### src/rtl/mnacidpro_sequencer_pkg.sv
// Shared definitions for the mnacidpro protocol sequencer.
//   state_e        : sequencer states (exported on the debug port)
//   V_*            : bit positions inside the 11-bit valve_ctrl word
//   VALVES_SAFE    : every valve line pressurised (all valves closed)
//   OPEN_*         : per-state masks of valves that are open (line driven 0)
//   PUMP_*         : peristaltic pump line patterns
// Polarity reminder: 1 = line pressurised = valve closed.
package mnacidpro_seq_pkg;

    typedef enum logic [3:0] {
        ST_IDLE,
        ST_BEAD_LOAD,
        ST_CELL_LOAD,
        ST_LYSIS,
        ST_MIX,
        ST_WASH,
        ST_ELUTE,
        ST_COLLECT,
        ST_FLUSH,
        ST_SAFE
    } state_e;

    localparam int V_LYSIS     = 10;
    localparam int V_WASH      = 9;
    localparam int V_ELUTE     = 8;
    localparam int V_DEAD_END  = 7;
    localparam int V_VERTICAL  = 6;
    localparam int V_HORIZ     = 5;
    localparam int V_WASTE     = 4;
    localparam int V_BEAD      = 3;
    localparam int V_LOOP_EXIT = 2;
    localparam int V_BEAD_TRAP = 1;
    localparam int V_COLLECT   = 0;

    localparam logic [10:0] VALVES_SAFE = 11'h7FF;

    localparam logic [10:0] OPEN_BEAD_LOAD = (11'd1 << V_BEAD) | (11'd1 << V_HORIZ) |
                                             (11'd1 << V_BEAD_TRAP) | (11'd1 << V_WASTE);
    localparam logic [10:0] OPEN_CELL_LOAD = (11'd1 << V_VERTICAL) | (11'd1 << V_DEAD_END) |
                                             (11'd1 << V_WASTE);
    localparam logic [10:0] OPEN_LYSIS     = (11'd1 << V_LYSIS) | (11'd1 << V_VERTICAL) |
                                             (11'd1 << V_LOOP_EXIT);
    localparam logic [10:0] OPEN_MIX       = (11'd1 << V_LOOP_EXIT) | (11'd1 << V_HORIZ);
    localparam logic [10:0] OPEN_WASH      = (11'd1 << V_WASH) | (11'd1 << V_HORIZ) |
                                             (11'd1 << V_BEAD_TRAP) | (11'd1 << V_WASTE);
    localparam logic [10:0] OPEN_ELUTE     = (11'd1 << V_ELUTE) | (11'd1 << V_HORIZ) |
                                             (11'd1 << V_BEAD_TRAP);
    localparam logic [10:0] OPEN_COLLECT   = (11'd1 << V_LOOP_EXIT) | (11'd1 << V_BEAD_TRAP) |
                                             (11'd1 << V_COLLECT);
    localparam logic [10:0] OPEN_FLUSH     = (11'd1 << V_WASH) | (11'd1 << V_VERTICAL) |
                                             (11'd1 << V_HORIZ) | (11'd1 << V_WASTE);

    localparam logic [2:0] PUMP_IDLE = 3'b111;
    localparam logic [2:0] PUMP_PH0  = 3'b011;
    localparam logic [2:0] PUMP_PH1  = 3'b101;
    localparam logic [2:0] PUMP_PH2  = 3'b110;

    // Valves that are open in a given state; IDLE and SAFE open nothing.
    function automatic logic [10:0] open_mask(input state_e s);
        case (s)
            ST_BEAD_LOAD: return OPEN_BEAD_LOAD;
            ST_CELL_LOAD: return OPEN_CELL_LOAD;
            ST_LYSIS:     return OPEN_LYSIS;
            ST_MIX:       return OPEN_MIX;
            ST_WASH:      return OPEN_WASH;
            ST_ELUTE:     return OPEN_ELUTE;
            ST_COLLECT:   return OPEN_COLLECT;
            ST_FLUSH:     return OPEN_FLUSH;
            default:      return 11'h000;
        endcase
    endfunction

    // Width of the fraction index; kept at least 1 bit so SIZE=1 still builds.
    function automatic int frac_width(input int size);
        return (size > 1) ? $clog2(size) : 1;
    endfunction

    function automatic int max_int(input int a, input int b);
        return (a > b) ? a : b;
    endfunction

endpackage

### src/rtl/mnacidpro_sequencer_if.sv
// Host-side bundle of the mnacidpro sequencer.
//   start      host -> seq   1-cycle run request
//   abort      host -> seq   level, forces SAFE
//   busy       seq -> host   high outside IDLE
//   done       seq -> host   1-cycle pulse at end of a completed run
//   frac_idx   seq -> host   current elution fraction
//   valve_ctrl seq -> chip   11 valve lines (1 = closed)
//   pump       seq -> chip   3 pump lines
//   dbg_state  seq -> debug  current FSM state
// Handshake: start is a single-cycle request sampled on the rising edge;
// it is accepted only when busy is low, otherwise dropped without effect.
// There is no ready/ack; busy rising on the next edge is the acceptance.
interface mnacidpro_sequencer_if #(
    parameter int SIZE = 5
);
    import mnacidpro_seq_pkg::*;

    localparam int FRAC_W = frac_width(SIZE);

    logic              start;
    logic              abort;
    logic              busy;
    logic              done;
    logic [FRAC_W-1:0] frac_idx;
    logic [10:0]       valve_ctrl;
    logic [2:0]        pump;
    state_e            dbg_state;

    modport master (
        output start, abort,
        input  busy, done, frac_idx, valve_ctrl, pump, dbg_state
    );

    modport slave (
        input  start, abort,
        output busy, done, frac_idx, valve_ctrl, pump, dbg_state
    );

endinterface

### src/rtl/mnacidpro_sequencer_pump_phaser.sv
// Three-phase peristaltic pump driver.
//   clk, rst  : clock, synchronous active-high reset
//   i_en      : run request; low forces the pump to 111 and rewinds to phase 0
//   o_pump    : pump lines, 011 -> 101 -> 110 -> repeat, PUMP_DIV cycles each
// i_en is the "next state is MIX" decision, so the first phase appears on the
// same edge the sequencer enters MIX and the pump idles on the exit edge.
module mnacidpro_pump_phaser
    import mnacidpro_seq_pkg::*;
#(
    parameter int PUMP_DIV = 10
) (
    input  logic       clk,
    input  logic       rst,
    input  logic       i_en,
    output logic [2:0] o_pump
);
    localparam int DIV_W = (PUMP_DIV > 1) ? $clog2(PUMP_DIV) : 1;

    logic             r_active;
    logic [DIV_W-1:0] r_div;
    logic [1:0]       r_phase;

    always_ff @(posedge clk) begin
        if (rst || !i_en) begin
            r_active <= 1'b0;
            r_div    <= '0;
            r_phase  <= 2'd0;
        end else if (!r_active) begin
            r_active <= 1'b1;
            r_div    <= '0;
            r_phase  <= 2'd0;
        end else if (r_div == DIV_W'(PUMP_DIV - 1)) begin
            r_div   <= '0;
            r_phase <= (r_phase == 2'd2) ? 2'd0 : r_phase + 2'd1;
        end else begin
            r_div <= r_div + 1'b1;
        end
    end

    always_comb begin
        o_pump = PUMP_IDLE;
        if (r_active) begin
            case (r_phase)
                2'd0:    o_pump = PUMP_PH0;
                2'd1:    o_pump = PUMP_PH1;
                2'd2:    o_pump = PUMP_PH2;
                default: o_pump = PUMP_IDLE;
            endcase
        end
    end

endmodule

### src/rtl/mnacidpro_sequencer.sv
// Protocol sequencer for the mnacidpro purification chip.
//   clk, rst : clock, synchronous active-high reset
//   bus      : slave side of mnacidpro_sequencer_if (start/abort in;
//              busy/done/frac_idx/valve_ctrl/pump/dbg_state out)
// Runs bead load, cell load, lysis, mix, wash, SIZE elute/collect pairs and
// a flush. All outputs are registered from the next-state decision so the
// valve pattern changes on the same edge as the state.
module mnacidpro_sequencer
    import mnacidpro_seq_pkg::*;
#(
    parameter int SIZE      = 5,
    parameter int T_LOAD    = 200,
    parameter int T_LYSIS   = 400,
    parameter int MIX_ROT   = 8,
    parameter int T_WASH    = 300,
    parameter int T_ELUTE   = 150,
    parameter int T_COLLECT = 100,
    parameter int PUMP_DIV  = 10
) (
    input  logic                  clk,
    input  logic                  rst,
    mnacidpro_sequencer_if.slave  bus
);
    localparam int FRAC_W = frac_width(SIZE);
    localparam int T_MIX  = 3 * PUMP_DIV * MIX_ROT;
    localparam int T_MAX  = max_int(max_int(max_int(T_LOAD, T_LYSIS), max_int(T_MIX, T_WASH)),
                                    max_int(T_ELUTE, T_COLLECT));
    localparam int CNT_W  = $clog2(T_MAX + 1);

    state_e            r_state;
    state_e            w_next;
    logic [CNT_W-1:0]  r_cnt;
    logic [CNT_W-1:0]  w_limit;
    logic              w_expired;
    logic              w_last_frac;
    logic [FRAC_W-1:0] r_frac;
    logic [10:0]       r_valve;
    logic              r_busy;
    logic              r_done;
    logic [2:0]        w_pump;

    // Last count value of the current timed state.
    always_comb begin
        w_limit = '0;
        case (r_state)
            ST_BEAD_LOAD, ST_CELL_LOAD: w_limit = CNT_W'(T_LOAD - 1);
            ST_LYSIS:                   w_limit = CNT_W'(T_LYSIS - 1);
            ST_MIX:                     w_limit = CNT_W'(T_MIX - 1);
            ST_WASH, ST_FLUSH:          w_limit = CNT_W'(T_WASH - 1);
            ST_ELUTE:                   w_limit = CNT_W'(T_ELUTE - 1);
            ST_COLLECT:                 w_limit = CNT_W'(T_COLLECT - 1);
            default:                    w_limit = '0;
        endcase
    end

    assign w_expired   = (r_cnt == w_limit);
    assign w_last_frac = (r_frac == FRAC_W'(SIZE - 1));

    // Next-state logic; abort outranks timer expiry in every active state.
    always_comb begin
        w_next = r_state;
        case (r_state)
            ST_IDLE: begin
                if (bus.start) w_next = ST_BEAD_LOAD;
            end
            ST_SAFE: begin
                if (!bus.abort) w_next = ST_IDLE;
            end
            default: begin
                if (bus.abort) begin
                    w_next = ST_SAFE;
                end else if (w_expired) begin
                    case (r_state)
                        ST_BEAD_LOAD: w_next = ST_CELL_LOAD;
                        ST_CELL_LOAD: w_next = ST_LYSIS;
                        ST_LYSIS:     w_next = ST_MIX;
                        ST_MIX:       w_next = ST_WASH;
                        ST_WASH:      w_next = ST_ELUTE;
                        ST_ELUTE:     w_next = ST_COLLECT;
                        ST_COLLECT:   w_next = w_last_frac ? ST_FLUSH : ST_ELUTE;
                        ST_FLUSH:     w_next = ST_IDLE;
                        default:      w_next = ST_SAFE;
                    endcase
                end
            end
        endcase
    end

    always_ff @(posedge clk) begin
        if (rst) begin
            r_state <= ST_IDLE;
        end else begin
            r_state <= w_next;
        end
    end

    // Step counter restarts on every state change (including COLLECT->ELUTE)
    // and stays at 0 in the untimed IDLE/SAFE states so it can never wrap.
    always_ff @(posedge clk) begin
        if (rst) begin
            r_cnt   <= '0;
            r_frac  <= '0;
            r_valve <= VALVES_SAFE;
            r_busy  <= 1'b0;
            r_done  <= 1'b0;
        end else begin
            if ((w_next != r_state) || (w_next == ST_IDLE) || (w_next == ST_SAFE)) begin
                r_cnt <= '0;
            end else begin
                r_cnt <= r_cnt + 1'b1;
            end

            if (w_next == ST_IDLE) begin
                r_frac <= '0;
            end else if ((r_state == ST_COLLECT) && (w_next == ST_ELUTE)) begin
                r_frac <= r_frac + 1'b1;
            end

            r_valve <= ~open_mask(w_next);
            r_busy  <= (w_next != ST_IDLE);
            r_done  <= (r_state == ST_FLUSH) && (w_next == ST_IDLE);
        end
    end

    mnacidpro_pump_phaser #(
        .PUMP_DIV (PUMP_DIV)
    ) u_phaser (
        .clk    (clk),
        .rst    (rst),
        .i_en   (w_next == ST_MIX),
        .o_pump (w_pump)
    );

    assign bus.busy       = r_busy;
    assign bus.done       = r_done;
    assign bus.frac_idx   = r_frac;
    assign bus.valve_ctrl = r_valve;
    assign bus.pump       = w_pump;
    assign bus.dbg_state  = r_state;

endmodule

### src/flat_wrapper.sv
// flat-port wrapper written by rule: the top's interface ports become plain ports
module mnacidpro_sequencer_flat import mnacidpro_seq_pkg::*;
#(
    parameter int SIZE      = 5,
    parameter int T_LOAD    = 200,
    parameter int T_LYSIS   = 400,
    parameter int MIX_ROT   = 8,
    parameter int T_WASH    = 300,
    parameter int T_ELUTE   = 150,
    parameter int T_COLLECT = 100,
    parameter int PUMP_DIV  = 10
)
  (clk, rst, bus_start, bus_abort, bus_busy, bus_done, bus_frac_idx, bus_valve_ctrl, bus_pump, bus_dbg_state);
  mnacidpro_sequencer_if #(.SIZE(SIZE)) bus_i ();
  input  logic clk;
  input  logic rst;
  input wire logic [$bits(bus_i.start)-1:0] bus_start;
  input wire logic [$bits(bus_i.abort)-1:0] bus_abort;
  output wire logic [$bits(bus_i.busy)-1:0] bus_busy;
  output wire logic [$bits(bus_i.done)-1:0] bus_done;
  output wire logic [$bits(bus_i.frac_idx)-1:0] bus_frac_idx;
  output wire logic [$bits(bus_i.valve_ctrl)-1:0] bus_valve_ctrl;
  output wire logic [$bits(bus_i.pump)-1:0] bus_pump;
  output wire logic [$bits(bus_i.dbg_state)-1:0] bus_dbg_state;
  assign bus_i.start = bus_start;
  assign bus_i.abort = bus_abort;
  assign bus_busy = bus_i.busy;
  assign bus_done = bus_i.done;
  assign bus_frac_idx = bus_i.frac_idx;
  assign bus_valve_ctrl = bus_i.valve_ctrl;
  assign bus_pump = bus_i.pump;
  assign bus_dbg_state = bus_i.dbg_state;
  mnacidpro_sequencer #(.SIZE(SIZE), .T_LOAD(T_LOAD), .T_LYSIS(T_LYSIS), .MIX_ROT(MIX_ROT), .T_WASH(T_WASH), .T_ELUTE(T_ELUTE), .T_COLLECT(T_COLLECT), .PUMP_DIV(PUMP_DIV)) u_core (.clk(clk), .rst(rst), .bus(bus_i));
endmodule
### config.mk
export PLATFORM = sky130hd
export DESIGN_NAME = mnacidpro_sequencer_flat
export DESIGN_NICKNAME = d
export VERILOG_FILES = /design/src/rtl/mnacidpro_sequencer_pkg.sv /design/src/rtl/mnacidpro_sequencer_if.sv /design/src/rtl/mnacidpro_sequencer_pump_phaser.sv /design/src/rtl/mnacidpro_sequencer.sv /design/src/flat_wrapper.sv
export SDC_FILE = /design/constraint.sdc
export NUM_CORES = 1
export LEC_CHECK = 0
export CAP_MARGIN = 20
export CORE_MARGIN = 5
export CORE_UTILIZATION = 25
export CTS_CLUSTER_DIAMETER = 120
export CTS_CLUSTER_SIZE = 20
export DETAILED_ROUTE_END_ITERATION = 10
export PLACE_DENSITY = 0.44
export SYNTH_ARGS = -nofsm -noshare
export SYNTH_HDL_FRONTEND = slang
export SYNTH_SLANG_ARGS = --single-unit
### constraint.sdc
create_clock -name clk -period 3.8 [get_ports clk]
set_clock_uncertainty 0.15 [all_clocks]
set_input_delay 0.57 -clock clk [delete_from_list [all_inputs] [get_ports clk]]
set_output_delay 0.57 -clock clk [all_outputs]
set_load 0.05 [all_outputs]
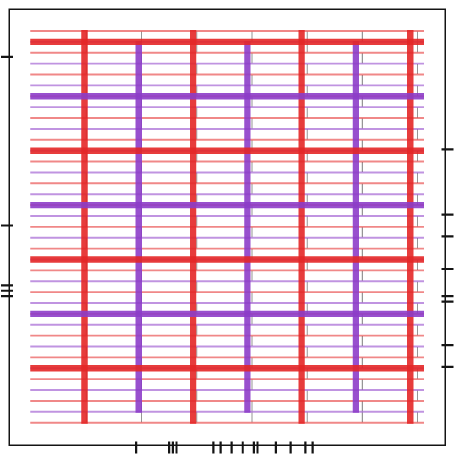
Figure 1: run 1, supply network.
Drawn at 4 px/um. Pins as bars on the die edge. Tap cells in gray.
Key: VDD = purple; VSS = red
133 tap cells. 37 met1 rails follow the rows. 7 straps on met4.

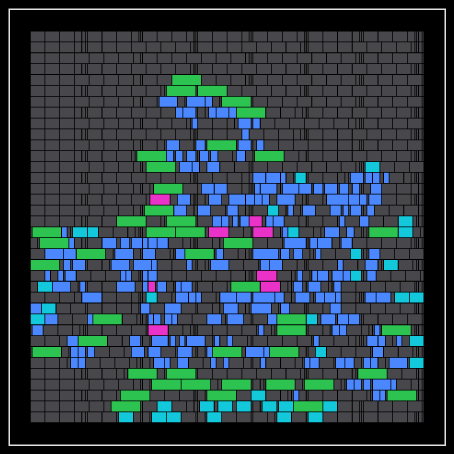
Figure 2: run 1, placement by cell class.
Drawn at 4 px/um. Fill, decap, tap and diode cells in gray.
Key: all other logic = blue [cells 214]; clock drivers and dummy loads = magenta [cells 8]; flip-flops = green [cells 44]; other buffers and delay cells = cyan [cells 35]

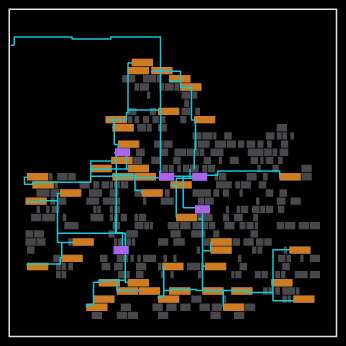
Figure 3: run 1, clock network drawn from the DEF.
Drawn at 3 px/um.
Key: clock wires = cyan [length 673 um]; flip-flops = orange [count 44]; cells driving clock nets = purple [count 5]
There are 6 routed clock nets.
Clk pwr share: 0.174
P_clk: 0.324 mW
clk ins delay skew pair: 0.30 ns

==> flow_metrics.py, run 1 <==
# Generated from Yosys and OpenROAD reports
metrics = {
    "yosys": {
        "netlist.top_cell.by_area": "dfxtp_1",
        "yosysMostFrequentCell": "dfxtp_1",
        "syn_avg_cell_area_sq_um": 9.07,
        "ff_type": "dfxtp_1",
        "synthArstFlopShare": 0,
        "ys_chip_area_sq_mm": 0.00243,
        "top_cell_area_share": 0.362,
        "common_cells": "dfxtp_1, nand2_1, nor3_1",
        "synth-edff-count": 0,
        "ys_seq_elements": 44,
        "ys_seq_frac": 0.362,
    },
    "cts": {
        "ctsHoldBuffers": 0,
        "cts_root_buffer": "clkbuf_8",
        "clkTransAtPathRegs_ns": 0.09,
    },
    "final_timing": {
        "hold_viol_final": 0,
        "finalMaxSlewViolations": 0,
        "layout_min_cycle_time_ns": 2.96,
        "fin_crit_sh": 0.780,
        "worst_slew_pin_slew_ns": 0.692,
        "fin_tns_setup_ns": 0,
        "hold_ws_ns": 0.331,
    },
    "placed_design": {
        "numPortBuffers": 26,
        "place_area_sq_mm": 0.00286,
        "routabilityCongestion": 0.764,
    },
    "die": {
        "fp-row-count": 36,
        "core_region_area_sq_mm": 0.00964,
    },
    "drt": {
        "drt-initial-drc-count": 76,
        "drc_errors": 0,
    },
    "outcome": {
        "status": "finished clean",
    },
    "power_and_ir_drop": {
        "power.density_mw_per_mm2": 630,
        "irDropWorstVdd_mv": 0.191,
    },
    "global_routing": {
        "grt_use_met1": 0.154,
        "grt_pass1_vias": 1974,
        "busiest_layer": "met2",
        "use_met3": 0.0207,
    },
    "critical_path": {
        "arrival_ns": 2.99,
        "cp-end-kind": "flop",
    },
    "cells_and_area": {
        "antenna_cells": 0,
        "drive_above_1_share": 0.133,
        "area_delta_synth_final_pct": 21.6,
    },
    "run": {
        "cap_viol_max_count": 0,
    },
}
-- run 1: cell families (layout without fill, tap and decap cells) --
family / count (synthesis) / in the layout / share of synthesized area
and+or+nand+nor: 107 / 107 / 0.252
AOI/OAI and AO/OA: 50 / 50 / 0.150
DFF: 44 / 44 / 0.362
buffers and inverters: 24 / 57 / 0.0484
xor gates and xnor gates: 17 / 17 / 0.0612
adders and majority gates: 13 / 13 / 0.0669
muxes: 13 / 13 / 0.0597
-- run 1: layout make-up --
class / count / area (sq um) / area share
clock buffer: 6 / 82.6 / 0.0279
clock inverter: 2 / 13.8 / 0.00466
inverter: 14 / 52.6 / 0.0178
multi-input combinational: 200 / 1430 / 0.485
sequential: 44 / 881 / 0.298
tap: 133 / 166 / 0.0563
timing repair buffer: 35 / 328 / 0.111
-- run 1: registers in the layout, summed over array words and instances (netlist names) --
register,count
u_core.bus.valve_ctrl,11
u_core.w_limit,8
u_core.bus.dbg_state,4
u_core.bus.frac_idx,3
u_core.r_cnt,9
u_core.bus.busy,1
u_core.u_phaser.r_active,1
u_core.u_phaser.r_phase,2
u_core.u_phaser.r_div,4
u_core.bus.done,1
-- run 1: where the power goes --
group	switching, mW	internal [mW]	leakage [nW]
combinational	0.587	0.369	0.676
clock	0.175	0.149	0.0516
sequential	0.0451	0.537	0.359
-- run 1: per-stage QoR --
step	cells	worst slack, ns
global placement	426	0.561
floorplan	268	0.607
detailed placement	426	0.553
CTS	434	0.828
global route	434	0.568
finish	434	0.837
-- run 1: worst paths after layout --
kind,cells after the start,slack [ns],to,from
hold / removal,1,0.33,u_core.u_phaser.r_div[0],u_core.u_phaser.r_div[0]
hold reg to reg,1,0.33,u_core.u_phaser.r_div[0],u_core.u_phaser.r_div[0]
setup / recovery,10,0.84,u_core.r_cnt[5],u_core.r_cnt[2]
setup reg to reg,10,0.84,u_core.r_cnt[5],u_core.r_cnt[2]
-- run 1: layout by cell type, fill, tap and decap left out, types with 4 or more instances in the layout --
| cell type | n |
|---|---|
| dfxtp_1 | 44 |
| clkdlybuf4s50_1 | 26 |
| nand2_1 | 22 |
| nor3_1 | 16 |
| inv_1 | 13 |
| nor2_1 | 13 |
| ha_1 | 13 |
| nand3_1 | 11 |
| xnor2_1 | 9 |
| buf_4 | 9 |
| a21oi_1 | 8 |
| o21ai_0 | 8 |
| xor2_1 | 8 |
| o211ai_1 | 7 |
| nand4_1 | 6 |
| mux2i_1 | 6 |
| clkbuf_8 | 6 |
| mux2_2 | 5 |
| and2_1 | 4 |
-- run 1: metal layers --
metal,wire length [um],vias up
li1,-,1032
met4,71,0
met2,2760,30
met3,203,5
met1,3030,937
met5,0,-
-- run 1: worst max-delay path, stage by stage (launching register included) --
cell and delay [ns]:
dfxtp_1 0.38, nor3_1 0.30, o211ai_1 0.17, o41ai_1 0.38
o221ai_2 0.18, buf_4 0.19, inv_1 0.17, ha_1 0.28
a41oi_1 0.14, nor2_2 0.37, nor3_1 0.12
Figure 4. Metal layers overlaid (run 1).
Drawn at 4 px/um.
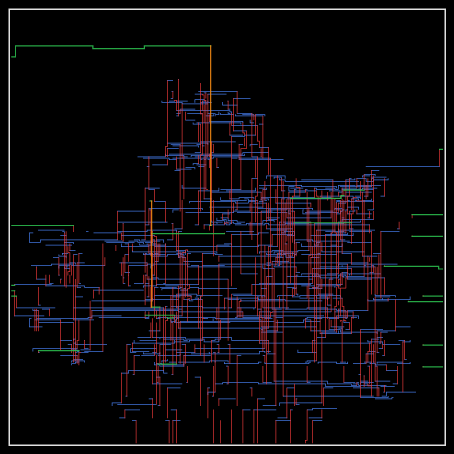

## Run 2: what changed since run 1
--- a/config.mk
+++ b/config.mk
@@ -11,7 +11,7 @@
 export CTS_CLUSTER_DIAMETER = 120
 export CTS_CLUSTER_SIZE = 20
 export DETAILED_ROUTE_END_ITERATION = 10
-export PLACE_DENSITY = 0.44
+export PLACE_DENSITY = 0.45
 export SYNTH_ARGS = -nofsm -noshare
 export SYNTH_HDL_FRONTEND = slang
 export SYNTH_SLANG_ARGS = --single-unit
==> constraint.sdc (replaced) <==
create_clock -name clk -period 2.5 [get_ports clk]
set_clock_uncertainty 0.15 [all_clocks]
set_input_delay 0.375 -clock clk [delete_from_list [all_inputs] [get_ports clk]]
set_output_delay 0.375 -clock clk [all_outputs]
set_load 0.05 [all_outputs]
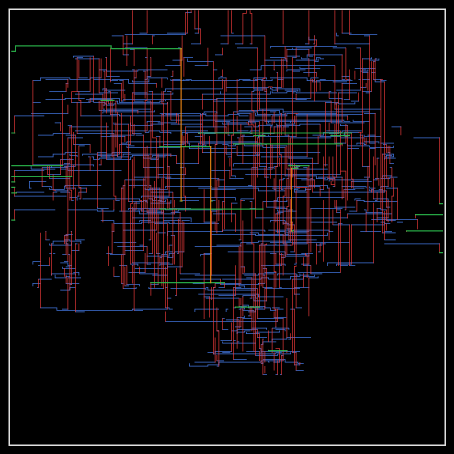
Figure 5: run 2, metal layers overlaid.
Drawn at 4 px/um.
Key: met2 = red [wire length 3430 um]; met1 = blue [wire length 3460 um]; met4 = orange [wire length 87.7 um]; met3 = green [wire length 244 um]

==> flow_metrics.py, run 2 <==
# Generated from Yosys and OpenROAD reports
metrics = {
    "yosys": {
        "common_cells": "dfxtp_1, nand2_1, nor3_1",
        "ys_cells": 268,
        "ff_type": "dfxtp_1",
        "ys_chip_area_sq_mm": 0.00243,
        "ys_seq_elements": 44,
        "synth.net_count": 285,
        "synthArstFlopShare": 0,
        "syn_area_sq_mm": 0.00243,
        "yosysMostFrequentCell": "dfxtp_1",
        "top_cell_area_share": 0.362,
        "ys_seq_frac": 0.362,
        "synth-edff-count": 0,
        "syn_avg_cell_area_sq_um": 9.07,
        "netlist.top_cell.by_area": "dfxtp_1",
        "postSynthCellCount": 268,
    },
    "critical_path": {
        "timing.rr.end": "u_core.r_cnt[8]",
        "rr_worst_depth": 9,
        "rr_startpoint": "u_core.r_cnt[2]",
        "rrSetupSlack_ns": -0.17,
        "cp_cell_sequence": "and3_1 -> o211ai_1 -> or4_4 -> o221ai_4 -> ha_4 -> or3b_4 -> mux2_4 -> nand3_4 -> nor3_2",
        "critPathBufInv": 0,
        "max_stage_delay_ns": 0.45,
        "crit_slowest_cell": "or4_4",
        "crit_family": "simple AND/OR/NAND/NOR gates",
        "cp-end-kind": "flop",
        "arrival_ns": 2.71,
        "crit_fanout": 5,
    },
    "cells_and_area": {
        "area_delta_synth_final_pct": 62.4,
        "lay_top_cells": "buf_4, dfxtp_1, clkdlybuf4s50_1",
        "drive_above_1_share": 0.450,
        "antenna_cells": 0,
        "lay_top_count": "buf_4",
        "largest_register_ffs": 11,
        "layout.cells.non_filler": 513,
    },
    "final_timing": {
        "fin_tns_setup_ns": -2.95,
        "fin_crit_sh": 1.07,
        "worst_slew_pin_slew_ns": 0.574,
        "layout_min_cycle_time_ns": 2.67,
        "finalMaxSlewViolations": 0,
        "setup_viol": 22,
        "hold_viol_final": 0,
        "rsz0062_at_grt": "true",
        "timing.final.ws_setup_ns": -0.175,
        "hold_ws_ns": 0.332,
    },
    "power_and_ir_drop": {
        "power.density_mw_per_mm2": 969,
        "switching_share": 0.396,
        "internal_power_mw": 2.31,
        "combPwrFrac": 0.620,
        "power_switching_mw": 1.52,
        "seq_power_share": 0.233,
        "irDropWorstVdd_mv": 0.369,
        "leakage_nw": 1.55,
    },
    "cts": {
        "cts_root_buffer": "clkbuf_8",
        "ctsHoldBuffers": 0,
        "cts.sinks": 44,
        "worstSkewPairLatency_ns": 0.30,
        "clkTransAtPathRegs_ns": 0.09,
        "htreeDepth": 2,
    },
    "drt": {
        "drt-initial-drc-count": 89,
        "antenna_left": 0,
        "routed_via_density": 4.56,
        "drc_errors": 0,
    },
    "global_routing": {
        "overflow": 0,
        "busiest_layer": "met2",
        "grt_pass1_vias": 2408,
        "grt_max_degree": 18,
        "use_met3": 0.0195,
        "grt_use_met1": 0.172,
    },
    "run": {
        "cap_viol_max_count": 0,
    },
    "die": {
        "fp-row-count": 36,
        "chipWidth_um": 109,
        "core_region_area_sq_mm": 0.00964,
    },
    "placed_design": {
        "place_area_sq_mm": 0.00346,
        "numPortBuffers": 26,
        "routabilityCongestion": 0.793,
        "dp_cells": 494,
    },
    "worst_hold_path": {
        "holdPathEnd": "u_core.u_phaser.r_div[0]",
        "hold_start": "u_core.u_phaser.r_div[0]",
        "worstHoldPathCells": 1,
    },
    "outcome": {
        "status": "complete, but fails checks",
        "violations": "negative setup slack",
    },
}
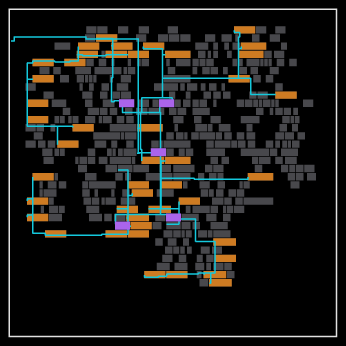
Figure 6: run 2, clock network drawn from the DEF.
Drawn at 3 px/um.
Key: flip-flops = orange [count 44]; cells driving clock nets = purple [count 5]; clock wires = cyan [length 625 um]
Position of the flops: spread over the die.
P_clk: 0.561 mW
Clk pwr share: 0.147

[run 2: through the flow]
step	utilization	worst slack [ns]
3_5_place_dp	0.359	-0.544
6_report	0.410	-0.175
4_1_cts	0.392	-0.175
5_1_grt	0.410	-0.308
3_3_place_gp	0.359	-0.504
2_1_floorplan	-	-0.210
[run 2: final cells by class]
| class | count | area [sq um] | area share |
|---|---|---|---|
| sequential | 44 | 911 | 0.231 |
| tap | 133 | 166 | 0.0422 |
| timing repair buffer | 113 | 942 | 0.239 |
| clock buffer | 8 | 121 | 0.0307 |
| inverter | 14 | 60.1 | 0.0152 |
| multi-input combinational | 201 | 1750 | 0.442 |
[run 2: worst register-to-register path, stage by stage, from the launching register on]
cell and delay (ns):
dfxtp_2 0.36, and3_1 0.18, o211ai_1 0.13, or4_4 0.45
o221ai_4 0.26, ha_4 0.17, or3b_4 0.35, mux2_4 0.31
nand3_4 0.14, nor3_2 0.05
[run 2: timing repair]
| action | CTS | global route |
|---|---|---|
| cloned | 1 | 0 |
| gates resized | 34 | 28 |
| pin swaps | 10 | 15 |
| setup endpoints to repair | 27 | 27 |
| buffers inserted | 6 | 4 |
[run 2: power groups by stage]
| stage | registers (mW) | clock network (mW) | logic [mW] |
|---|---|---|---|
| after detailed placement | 0.890 | 0 | 1.94 |
| after CTS | 0.893 | 0.583 | 2.17 |
| after global placement | 0.891 | 0 | 1.94 |
| after global routing | 0.906 | 0.609 | 2.53 |
| after floorplan | 1.09 | 0 | 0.958 |
| final | 0.892 | 0.561 | 2.37 |
[run 2: worst max-delay path by stage]
stage,start,to,cells after the start,slack [ns]
final,u_core.r_cnt[2],u_core.r_cnt[8],9,-0.17
after floorplan,u_core.bus.dbg_state[2],u_core.r_cnt[2],11,-0.21
after detailed placement,bus_start,u_core.r_cnt[5],12,-0.54
after global placement,bus_start,u_core.r_cnt[1],10,-0.50
after CTS,u_core.r_cnt[2],u_core.r_cnt[8],9,-0.17
after global routing,u_core.r_cnt[8],u_core.bus.frac_idx[2],10,-0.31
[run 2: cell families (layout without fill, tap and decap cells)]
logic type / after synthesis / count (layout) / share of synthesized area
AND/OR/NAND/NOR: 107 / 108 / 0.252
AND-OR/OR-AND: 50 / 50 / 0.150
flip-flops: 44 / 44 / 0.362
buffers and inverters: 24 / 135 / 0.0484
XOR/XNOR: 17 / 17 / 0.0612
adder cells (fa/ha/maj): 13 / 13 / 0.0669
multiplexers: 13 / 13 / 0.0597
[run 2: routing by layer]
layer	routed length, um	up-vias
met2	3430	38
met5	0	-
met3	243	7
li1	-	1194
met4	87	0
met1	3460	1099
Power and IR drop assume default switching activity.
